Fig. 1: clock routing
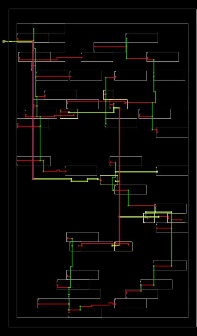
Fig. 2: selected gate families
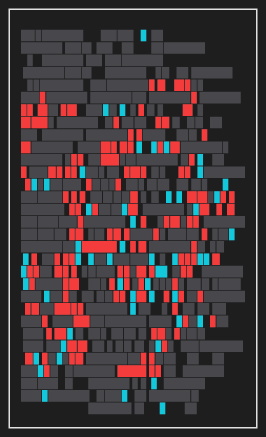
### src/rtl/ledwalker_pkg.sv
// Shared encodings for the LED walker: run-time modes and walk direction.
package ledwalker_pkg;

  typedef enum logic [1:0] {
    MODE_BOUNCE = 2'd0,
    MODE_WRAPUP = 2'd1,
    MODE_WRAPDN = 2'd2,
    MODE_HOLD   = 2'd3
  } mode_e;

  typedef enum logic {
    DIR_UP = 1'b0,
    DIR_DN = 1'b1
  } dir_e;

endpackage

### src/rtl/strobe_gen.sv
// Step-rate divider: counts 0..DIV-1 while enabled and strobes on the last count.
module strobe_gen #(
  parameter int DIV = 4
) (
  input  logic i_clk,
  input  logic i_reset,
  input  logic i_en,
  input  logic i_clr,
  output logic o_stb
);

  localparam int CW = (DIV > 1) ? $clog2(DIV) : 1;
  localparam logic [CW-1:0] CNT_LAST = CW'(DIV - 1);

  generate
    if (DIV < 2) begin : g_bad_div
      $error("strobe_gen: DIV must be >= 2");
    end
  endgenerate

  logic [CW-1:0] cnt_q, cnt_d;

  // Holding the count while disabled keeps the step phase across pauses.
  always_comb begin
    cnt_d = cnt_q;
    if (i_clr)
      cnt_d = '0;
    else if (i_en)
      cnt_d = (cnt_q == CNT_LAST) ? '0 : cnt_q + CW'(1);
  end

  always_ff @(posedge i_clk or posedge i_reset) begin
    if (i_reset) cnt_q <= '0;
    else         cnt_q <= cnt_d;
  end

  assign o_stb = i_en && (cnt_q == CNT_LAST);

  a_cnt_range: assert property (@(posedge i_clk) disable iff (i_reset)
    int'(cnt_q) < DIV);

endmodule

### src/rtl/ledwalker_n.sv
// LED walker: moves one lit LED across NLEDS outputs at a divided step rate,
// with bounce / wrap-up / wrap-down / hold modes and a sweep-complete pulse.
module ledwalker_n
  import ledwalker_pkg::*;
#(
  parameter int NLEDS         = 8,
  parameter int CLOCK_RATE_HZ = 50_000_000,
  parameter int STEP_RATE_HZ  = 1
) (
  input  logic                     i_clk,
  input  logic                     i_reset,
  input  logic                     i_en,
  input  logic                     i_restart,
  input  logic [1:0]               i_mode,
  output logic [NLEDS-1:0]         o_led,
  output logic [$clog2(NLEDS)-1:0] o_pos,
  output logic                     o_sweep
);

  localparam int PW  = $clog2(NLEDS);
  localparam int DIV = CLOCK_RATE_HZ / STEP_RATE_HZ;
  localparam logic [PW-1:0] POS_LAST = PW'(NLEDS - 1);

  generate
    if (NLEDS < 2 || NLEDS > 32) begin : g_bad_nleds
      $error("ledwalker_n: NLEDS must be in 2..32");
    end
  endgenerate

  logic             stb;
  mode_e            mode;
  logic [PW-1:0]    pos_q, pos_d;
  dir_e             dir_q, dir_d;
  logic [NLEDS-1:0] led_q, led_d;
  logic             sweep_q, sweep_d;

  assign mode = mode_e'(i_mode);

  strobe_gen #(.DIV(DIV)) u_stb (
    .i_clk   (i_clk),
    .i_reset (i_reset),
    .i_en    (i_en),
    .i_clr   (i_restart),
    .o_stb   (stb)
  );

  always_comb begin
    pos_d   = pos_q;
    dir_d   = dir_q;
    sweep_d = 1'b0;
    if (i_restart) begin
      pos_d = '0;
      dir_d = DIR_UP;
    end else if (stb) begin
      unique case (mode)
        MODE_BOUNCE: begin
          if (dir_q == DIR_UP) begin
            if (pos_q == POS_LAST) begin
              pos_d = POS_LAST - PW'(1);
              dir_d = DIR_DN;
            end else begin
              pos_d = pos_q + PW'(1);
            end
          end else begin
            if (pos_q == '0) begin
              pos_d = PW'(1);
              dir_d = DIR_UP;
            end else begin
              pos_d = pos_q - PW'(1);
            end
          end
          // Bounce only ever lands on 0 by stepping down, so that is the sweep.
          sweep_d = (pos_d == '0);
        end
        MODE_WRAPUP: begin
          pos_d   = (pos_q == POS_LAST) ? '0 : pos_q + PW'(1);
          dir_d   = DIR_UP;
          sweep_d = (pos_q == POS_LAST);
        end
        MODE_WRAPDN: begin
          pos_d   = (pos_q == '0) ? POS_LAST : pos_q - PW'(1);
          dir_d   = DIR_DN;
          sweep_d = (pos_q == '0);
        end
        default: ;
      endcase
    end
    led_d = NLEDS'(1) << pos_d;
  end

  always_ff @(posedge i_clk or posedge i_reset) begin
    if (i_reset) begin
      pos_q   <= '0;
      dir_q   <= DIR_UP;
      led_q   <= NLEDS'(1);
      sweep_q <= 1'b0;
    end else begin
      pos_q   <= pos_d;
      dir_q   <= dir_d;
      led_q   <= led_d;
      sweep_q <= sweep_d;
    end
  end

  assign o_pos   = pos_q;
  assign o_led   = led_q;
  assign o_sweep = sweep_q;

  a_onehot: assert property (@(posedge i_clk) disable iff (i_reset) $onehot(o_led));
  a_pos_range: assert property (@(posedge i_clk) disable iff (i_reset)
    int'(o_pos) < NLEDS);
  a_sweep_single: assert property (@(posedge i_clk) disable iff (i_reset)
    !(o_sweep && $past(o_sweep)));

endmodule

### config.mk
export PLATFORM = sky130hd
export DESIGN_NAME = ledwalker_n
export DESIGN_NICKNAME = d
export VERILOG_FILES = /design/src/rtl/ledwalker_pkg.sv /design/src/rtl/strobe_gen.sv /design/src/rtl/ledwalker_n.sv
export SDC_FILE = /design/constraint.sdc
export NUM_CORES = 1
export LEC_CHECK = 0
export ABC_AREA = 1
export CAP_MARGIN = 20
export CORE_ASPECT_RATIO = 1.75
export CORE_MARGIN = 2
export CORE_UTILIZATION = 59
export DETAILED_ROUTE_END_ITERATION = 8
export PLACE_DENSITY = 0.88
export SLEW_MARGIN = 20
export SYNTH_ARGS = -nofsm -noshare
export SYNTH_HDL_FRONTEND = slang
export SYNTH_SLANG_ARGS = --single-unit
### constraint.sdc
create_clock -name i_clk -period 1.9 [get_ports i_clk]
set_input_delay 0.19 -clock i_clk [delete_from_list [all_inputs] [get_ports i_clk]]
set_output_delay 0.19 -clock i_clk [all_outputs]
set_load 0.02 [all_outputs]
==> results.yml <==
# physical design summary
run_status:
  status: "complete, no violations"
routing:
  drt_pre_antenna_iters: 7
  drtIter0Drc: 120
  vias: 2720
  viasPerCell: 5.800
final_layout:
  inv_count: 52
  fin_nets: 435
  nonClkBufAreaFrac_pct: 12.80
  finalInstanceArea_um2: 3236
  area_delta_synth_final_pct: 26.02
  fillerInstances: 291
  n_antenna_cell: 0
  comb.multi_input.count: 272
  signal_buffers: 49
  biggestCellCategory: "multi-input combinational cells"
  seq_share_pct: 30.32
  drive_gt1_share_pct: 20.71
  logic_area_um2: 1486
  flop_area_um2: 980.9
floorplan:
  die_height_um: 91.27
  num_rows: 31
  dieArea_um2: 4916
  fp_util_pct: 61.86
  design.core.area_um2: 4150
  die_w_um: 53.87
power_and_ir_drop:
  vdd_drop_max_uv: 602.9
  p_leak_nw: 1.496
  p_int_mw: 1.201
  combPwrFrac_pct: 12.6
  pwr-share-seq_pct: 51.9
  clock_power_share_pct: 35.6
  total_power_mw: 1.675
  p_sw_uw: 474.0
  sw_frac_of_total_pct: 28.30
  power_density_nw_per_um2: 517.6
yosys:
  netlist_top_cells_count: "103 x nand2_1, 53 x nor2_1, 52 x inv_1, 38 x dfrtp_1, 18 x nand3_1"
  yosysUniqueCellTypes: 33
  yosys-stat-cells: 367
  synth-edff-count: 0
  yosysTopAreaCell: "dfrtp_1"
  ys_seq_elements: 39
  yosysSeqAreaShare_pct: 38.06
  synth.avg_cell_area_um2: 6.996
  synthesis.nets: 383
  postSynthCellCount: 367
  synthArstFlopShare_pct: 100.0
  top_cell: "nand2_1"
  ys_area_um2: 2567
  dominantRegCellSynth: "dfrtp_1"
  syn_area_um2: 2567
cts:
  cts_setup_buffers: 0
  cts_resized: 2
  cts_hold_buf: 0
  insertion_delay_ns: 0.30
  cts-root-buf: "clkbuf_8"
  htreeDepth: 2
  cts_sinks: 39
  cts_tree: "built"
setup_path:
  cp_data_required_time_ns: 2.14
  worst_setup_path_end_kind: "register"
  cp.arrival_ns: 2.10
  cp_max_fo: 5
  critPathKind: "reg -> reg"
placed_design:
  port_buffers: 17
  dp_hpwl_mm: 5.465
  place_ws_ns: -0.1618
flow_run:
  tool_warnings: 32
  maxCapViolations: 0
sta:
  tightest_slew_ns: 0.4987
  whs_ns: 0.3017
  slew_violations: 0
  max_freq_ghz: 0.5368
  post-route-period-util_pct: 98.04
  fin_ws_ns: 0.03715
  setup_viol: 0
grt:
  grt_start_max_net_pins: 40
  grt_pass1_wl_mm: 11.76
  grt_util_all_layers_pct: 32.56
  antenna_found_initial: 0
  overflow: 0
  grt_pass1_vias: 2773
About Fig. 1:
skew final: 0.01001 ns
Flops: 39

About Fig. 2:
Red marks NAND gates, cells 138, most used nand2_1. Cyan marks inverters, cells 52, most used inv_1.
most frequent logic cell in the layout: nand2_1
Comb area share: 45.94%
fin cells: 469

[worst max-delay path: stages, from the launching register on]
cell	delay, ns
dfrtp_2	0.45
buf_6	0.13
ha_2	0.20
inv_2	0.07
ha_1	0.22
nand2_1	0.06
nand3_1	0.10
a21oi_2	0.20
and2b_2	0.20
nor2_4	0.05
nor2_1	0.12
[state kept, by name, indices dropped and copies added (netlist names)]
register     flops
o_led            8
u_stb.cnt_q     26
dir_q            1
o_pos            3
o_sweep          1
[routing by layer]
metal  GRT usage, %  wire length [um]  vias up
met5              0                 0        -
met4          21.79               456        0
met3          6.414               380       44
met2          59.25              4119      143
met1          29.57              2444     1263
li1               -                 -     1270
[cells by family (layout without fill, tap and decap cells)]
family / after synthesis / count (layout) / synth area share (%)
simple gates: 225 / 225 / 39.38
buf+inv: 56 / 109 / 9.064
flops: 39 / 39 / 38.06
compound gates: 34 / 34 / 7.602
fa+ha+maj: 10 / 10 / 4.873
xor+xnor: 3 / 3 / 1.024
[final timing paths]
kind | start | endpoint | slack (ns) | cells past startpoint
max in group asynchronous | i_reset | u_stb.cnt_q[7]$_DFFE_PP0P_ | 1.22 | 3
min in group i_clk | u_stb.cnt_q[1]$_DFFE_PP0P_ | u_stb.cnt_q[1]$_DFFE_PP0P_ | 0.57 | 2
worst min-delay path | i_reset | u_stb.cnt_q[0]$_DFFE_PP0P_ | 0.30 | 3
worst max register to register | o_pos[0]$_DFF_PP0_ | o_led[2]$_DFF_PP0_ | 0.04 | 10
worst max-delay path | o_pos[0]$_DFF_PP0_ | o_led[2]$_DFF_PP0_ | 0.04 | 10
worst min register to register | u_stb.cnt_q[1]$_DFFE_PP0P_ | u_stb.cnt_q[1]$_DFFE_PP0P_ | 0.57 | 2
[through the flow]
stage | cells | TNS, ns
after global placement | 452 | 0
after floorplan | 367 | 0
final | 469 | 0
after global routing | 469 | -0.4083
after detailed placement | 452 | -1.110
after CTS | 460 | 0
[power by group through the flow]
stage / Combinational [mW] / Sequential, mW / Clock [mW]
2_1_floorplan: 0.103 / 0.877 / 0
3_3_place_gp: 0.169 / 0.876 / 0
3_5_place_dp: 0.176 / 0.878 / 0
4_1_cts: 0.179 / 0.861 / 0.592
5_1_grt: 0.238 / 0.871 / 0.626
6_report: 0.210 / 0.868 / 0.596
[cells in the final DEF (no fill, tap or decap), types with 2 or more instances in the layout]
master | netlist | final
clkbuf_8 | 1 | 5
clkdlybuf4s50_1 | 0 | 17
o21a_1 | 4 | 4
inv_1 | 52 | 46
nand3_2 | 1 | 3
nor2_1 | 53 | 49
inv_2 | 0 | 5
nand4_1 | 11 | 11
ha_1 | 10 | 7
nor4_1 | 4 | 4
nand3_1 | 18 | 15
clkinv_4 | 0 | 2
clkinvlp_4 | 0 | 2
o21ai_0 | 9 | 8
nand2_1 | 103 | 97
and3_1 | 2 | 2
ha_4 | 0 | 2
a211oi_1 | 3 | 3
nor2_2 | 6 | 7
nor3_1 | 15 | 14
nor2_4 | 4 | 7
buf_4 | 1 | 31
dfrtp_2 | 0 | 3
nand2_2 | 2 | 7
xor2_1 | 3 | 2
a21oi_1 | 15 | 14
dfrtp_1 | 38 | 35
Power is estimated from default activity; no workload was simulated.
